### src/rtl/clock_enable_gen.sv
// ---------------------------------------------------------------------------
// clock_enable_gen
// Generates NUM_CH single-cycle enable pulses that share one programmable
// period (div_active) and each sit at their own phase offset in that period.
// Supports start/stop, period reload at wrap, resync and sticky config error.
//
// Ports
//   clk         in   system clock
//   rst         in   synchronous active-high reset
//   run         in   1 = generate enables, 0 = stop and clear counter
//   div_in      in   new period in clk cycles (0 treated as 1)
//   div_load    in   strobe: capture div_in into the pending register
//   phase_in    in   per-channel phase, ch k = [k*CNT_WIDTH +: CNT_WIDTH]
//   resync      in   strobe: restart the period (counter -> 0)
//   err_clr     in   clears cfg_err
//   clk_enable  out  per-channel single-cycle enable pulses
//   wrap        out  pulse marking the last cycle of each period
//   cfg_err     out  sticky: some phase >= active period while running
//   div_active  out  period currently in use
// ---------------------------------------------------------------------------
module clock_enable_gen #(
    parameter int unsigned CNT_WIDTH   = 8,
    parameter int unsigned NUM_CH      = 4,
    parameter int unsigned DEFAULT_DIV = 2
) (
    input  logic                          clk,
    input  logic                          rst,
    input  logic                          run,
    input  logic [CNT_WIDTH-1:0]          div_in,
    input  logic                          div_load,
    input  logic [NUM_CH*CNT_WIDTH-1:0]   phase_in,
    input  logic                          resync,
    input  logic                          err_clr,
    output logic [NUM_CH-1:0]             clk_enable,
    output logic                          wrap,
    output logic                          cfg_err,
    output logic [CNT_WIDTH-1:0]          div_active
);

    localparam int unsigned PHASE_W = NUM_CH * CNT_WIDTH;

    typedef enum logic {
        S_IDLE = 1'b0,
        S_RUN  = 1'b1
    } state_t;

    state_t                 state_q, state_d;
    logic [CNT_WIDTH-1:0]   cnt_q, cnt_d;
    logic [CNT_WIDTH-1:0]   div_active_q, div_active_d;
    logic [CNT_WIDTH-1:0]   div_pend_q, div_pend_d;
    logic                   pend_q, pend_d;
    logic [NUM_CH-1:0]      en_q, en_d;
    logic                   wrap_q, wrap_d;
    logic                   cfg_err_q, cfg_err_d;

    logic [NUM_CH-1:0]      hit_c;
    logic [NUM_CH-1:0]      bad_c;
    logic                   at_wrap_c;
    logic                   run_now_c;
    logic                   restart_c;
    logic [PHASE_W-1:0]     phase_c;

    assign phase_c = phase_in;

    // State register
    always_ff @(posedge clk) begin
        if (rst) begin
            state_q <= S_IDLE;
        end else begin
            state_q <= state_d;
        end
    end

    // Next-state logic
    always_comb begin
        state_d = state_q;
        case (state_q)
            S_IDLE:  if (run)  state_d = S_RUN;
            S_RUN:   if (!run) state_d = S_IDLE;
            default: state_d = S_IDLE;
        endcase
    end

    // Per-channel phase match and phase-out-of-range detection
    always_comb begin
        hit_c = '0;
        bad_c = '0;
        for (int k = 0; k < int'(NUM_CH); k++) begin
            hit_c[k] = (cnt_q == phase_c[k*CNT_WIDTH +: CNT_WIDTH]);
            bad_c[k] = (phase_c[k*CNT_WIDTH +: CNT_WIDTH] >= div_active_q);
        end
    end

    assign at_wrap_c = (cnt_q == (div_active_q - CNT_WIDTH'(1)));
    assign run_now_c = (state_q == S_RUN) && run;
    // Period boundary where a pending div may be applied (wrap or resync)
    assign restart_c = run_now_c && (resync || at_wrap_c);

    // Output / datapath next-value logic
    always_comb begin
        cnt_d        = cnt_q;
        en_d         = '0;
        wrap_d       = 1'b0;
        div_active_d = div_active_q;
        div_pend_d   = div_pend_q;
        pend_d       = pend_q;
        cfg_err_d    = cfg_err_q;

        // Old pending value is applied first; a load on the same edge
        // re-arms pend so it only lands at the next boundary.
        if (pend_q && ((state_q == S_IDLE) || restart_c)) begin
            div_active_d = div_pend_q;
            pend_d       = 1'b0;
        end
        if (div_load) begin
            div_pend_d = (div_in == '0) ? CNT_WIDTH'(1) : div_in;
            pend_d     = 1'b1;
        end

        case (state_q)
            S_IDLE: begin
                cnt_d = '0;
            end
            S_RUN: begin
                if (!run) begin
                    cnt_d = '0;
                end else begin
                    en_d   = hit_c;
                    wrap_d = at_wrap_c;
                    cnt_d  = (resync || at_wrap_c) ? '0 : cnt_q + CNT_WIDTH'(1);
                end
            end
            default: begin
                cnt_d = '0;
            end
        endcase

        // Set wins over clear
        if (run_now_c && (|bad_c)) begin
            cfg_err_d = 1'b1;
        end else if (err_clr) begin
            cfg_err_d = 1'b0;
        end
    end

    // Datapath and output registers
    always_ff @(posedge clk) begin
        if (rst) begin
            cnt_q        <= '0;
            div_active_q <= CNT_WIDTH'(DEFAULT_DIV);
            div_pend_q   <= CNT_WIDTH'(DEFAULT_DIV);
            pend_q       <= 1'b0;
            en_q         <= '0;
            wrap_q       <= 1'b0;
            cfg_err_q    <= 1'b0;
        end else begin
            cnt_q        <= cnt_d;
            div_active_q <= div_active_d;
            div_pend_q   <= div_pend_d;
            pend_q       <= pend_d;
            en_q         <= en_d;
            wrap_q       <= wrap_d;
            cfg_err_q    <= cfg_err_d;
        end
    end

    assign clk_enable = en_q;
    assign wrap       = wrap_q;
    assign cfg_err    = cfg_err_q;
    assign div_active = div_active_q;

endmodule
### config.mk
export PLATFORM = sky130hd
export DESIGN_NAME = clock_enable_gen
export DESIGN_NICKNAME = d
export VERILOG_FILES = /design/src/rtl/clock_enable_gen.sv
export SDC_FILE = /design/constraint.sdc
export NUM_CORES = 1
export LEC_CHECK = 0
export CORE_UTILIZATION = 54
export DETAILED_ROUTE_END_ITERATION = 16
export PLACE_DENSITY_LB_ADDON = 0.05
export SYNTH_ARGS = -nofsm -noshare
export SYNTH_HDL_FRONTEND = slang
export SYNTH_SLANG_ARGS = --single-unit
### constraint.sdc
create_clock -name clk -period 7.9 [get_ports clk]
set_input_delay 0.79 -clock clk [delete_from_list [all_inputs] [get_ports clk]]
set_output_delay 0.79 -clock clk [all_outputs]
set_load 0.03 [all_outputs]
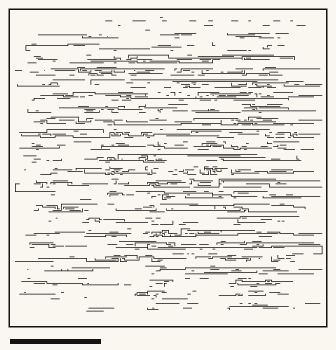
**Above:** signal wires on met1.
Bar = 20 um.
main direction: horizontal
wire length on this layer: 2530 um
share of all routed wire: 45%
longest straight run: 34.5 um
nets with wire on the layer: 364

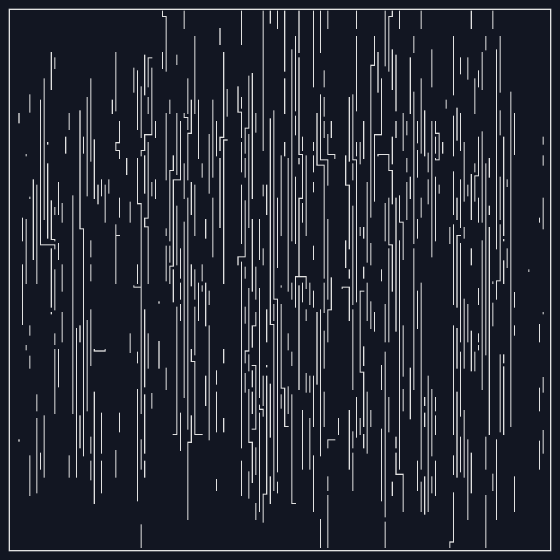
**Above:** metal 2.
wire length on this layer: 2870 um
nets with wire on the layer: 349
share of all routed wire: 51%
longest straight run: 42.8 um

==> CHANGELOG.md <==
## Implementation

* CTS max path bufs at 2
* Antenna violations before repair at 0
* Largest net degree at the start of global routing at 20
* Hold Path Depth at 1
* DR WL met3 at 188 um
* # rows at 24
* WHS at 0.465 ns
* Core ar. at 0.00435 mm2
* Most instantiated logic cells after routing: clkdlybuf4s50_1, ha_1, dfxtp_1
* Hold_buf cts at 0
* Max cap viols at 0
* Status: finished, final reports clean
* Yosys cell types at 38
* Hold Vio Cnt, Final at 0
* Tcrit/Tclk final at 34.6%
* Synth flops at 32
* VDD IR max at 97.8 uV
* Top cell excl fill/tap: clkdlybuf4s50_1
* Wire length on met2 at 2.87 mm
* Post-synthesis area per instance at 8.83 um2
* Highest metal used: met4
* Hold/Removal Path Class: reg2reg
* First DRT Iteration DRCs at 90
* GPL Wtd Cong at 0.829
* Metal-1 WL at 2.53 mm
* R2r startpoint: div_active[0]$_SDFFE_PP0P_
* PostCTS Resize Cnt at 0
* Layout area overhead at 28.5%
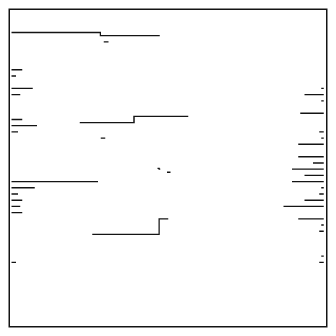
**Above:** met3 routing.
main direction: horizontal
longest straight run: 19.3 um
nets with wire on the layer: 38
share of all routed wire: 3.3%

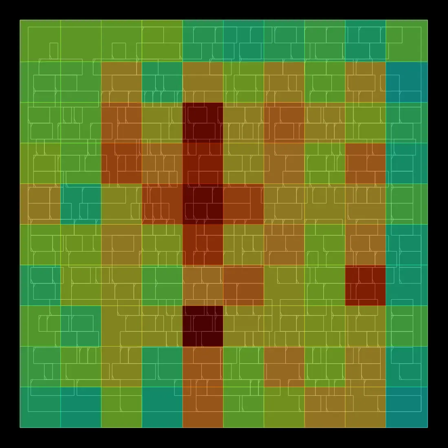
**Above:** routing congestion.
GRT busiest layer: met2
GRT Resource Usage Total: 24.6%
met1 usage: 29.1%
WL per Instance: 14.8 um

-- sequential cells by signal, summed over array words and instances, names as in the netlist --
register,flops
cnt_q,8
pend_q,1
cfg_err,1
div_pend_q,8
clk_enable,4
div_active,8
state_q,1
wrap,1
-- per-layer routing --
metal	vias up	global-route usage, %
met5	-	0
met4	0	9.07
met3	7	5.38
met2	43	43.4
met1	966	29.1
li1	1079	-
-- power by group --
group          internal, mW  leakage (nW)  switching (mW)
sequential            0.166         0.261         0.00517
clock                0.0705        0.0434          0.0668
combinational        0.0501         0.963          0.0415
-- layout make-up --
type,instances,area [um2],area share [%]
Sequential cell,32,641,20.5
Tap cell,52,65.1,2.08
Clock inverter,2,15.0,0.479
Multi-Input combinational cell,217,1690,53.8
Clock buffer,6,82.6,2.64
Timing Repair Buffer,59,591,18.9
Inverter,14,52.6,1.68
-- cells in the mapped netlist --
library cell,count
a211o_1,2
a211oi_1,1
a21o_1,8
a21oi_1,8
a22oi_1,3
a311oi_1,2
a31oi_1,2
a31oi_2,1
a41oi_1,1
buf_1,3
buf_2,8
clkbuf_1,2
dfxtp_1,32
ha_1,34
inv_1,14
mux2_1,1
mux2i_1,13
nand2_1,16
nand2b_1,4
nand3_1,11
nand4_1,2
nor2_1,20
nor2b_1,2
nor3_1,10
nor3b_1,1
nor3b_2,1
nor4_1,12
nor4_4,1
o211ai_1,1
o21ai_0,5
o21ai_1,1
o22ai_1,1
o31ai_4,1
o32ai_1,1
or2_2,2
or4_1,2
xnor2_1,19
xor2_1,28
-- metrics by stage --
step	total power [mW]	instances	util, %
global route	0.419	382	71.9
finish	0.400	382	71.9
detailed placement	0.267	374	69.7
CTS	0.402	382	71.9
floorplan	0.225	276	-
global placement	0.265	374	69.7
-- how the worst max path moves through the flow --
stage	start	endpoint	slack [ns]	cells past startpoint
floorplan	div_active[0]$_SDFFE_PP0P_	div_active[1]$_SDFFE_PP1P_	5.18	9
global placement	phase_in[0]	cfg_err$_SDFFE_PP0P_	5.09	10
detailed placement	phase_in[0]	cfg_err$_SDFFE_PP0P_	5.03	10
CTS	div_active[0]$_SDFFE_PP0P_	div_active[1]$_SDFFE_PP1P_	5.14	9
global route	div_active[0]$_SDFFE_PP0P_	div_active[1]$_SDFFE_PP1P_	4.95	9
finish	div_active[0]$_SDFFE_PP0P_	div_active[7]$_SDFFE_PP0P_	5.16	9
-- cells by family (layout without fill, tap and decap cells) --
family          Yosys count  count (layout)  synth area share [%]
flops                    32              32                  26.3
xor+xnor                 47              47                  16.9
compound gates           38              38                  11.2
mux                      14              14                  5.80
buf+inv                  27              81                  4.57
simple gates             84              84                  17.8
fa+ha+maj                34              34                  17.5
-- critical path: stages, from the launching register on --
cell and delay, ns:
dfxtp_1 0.61, inv_1 0.09, ha_1 0.23, nor3b_2 0.18
mux2_1 0.32, o22ai_1 0.16, o21ai_1 0.15, o31ai_4 0.55
mux2i_1 0.25, nor2_1 0.06
No activity file was given, so power comes from the tool's default toggle rates.
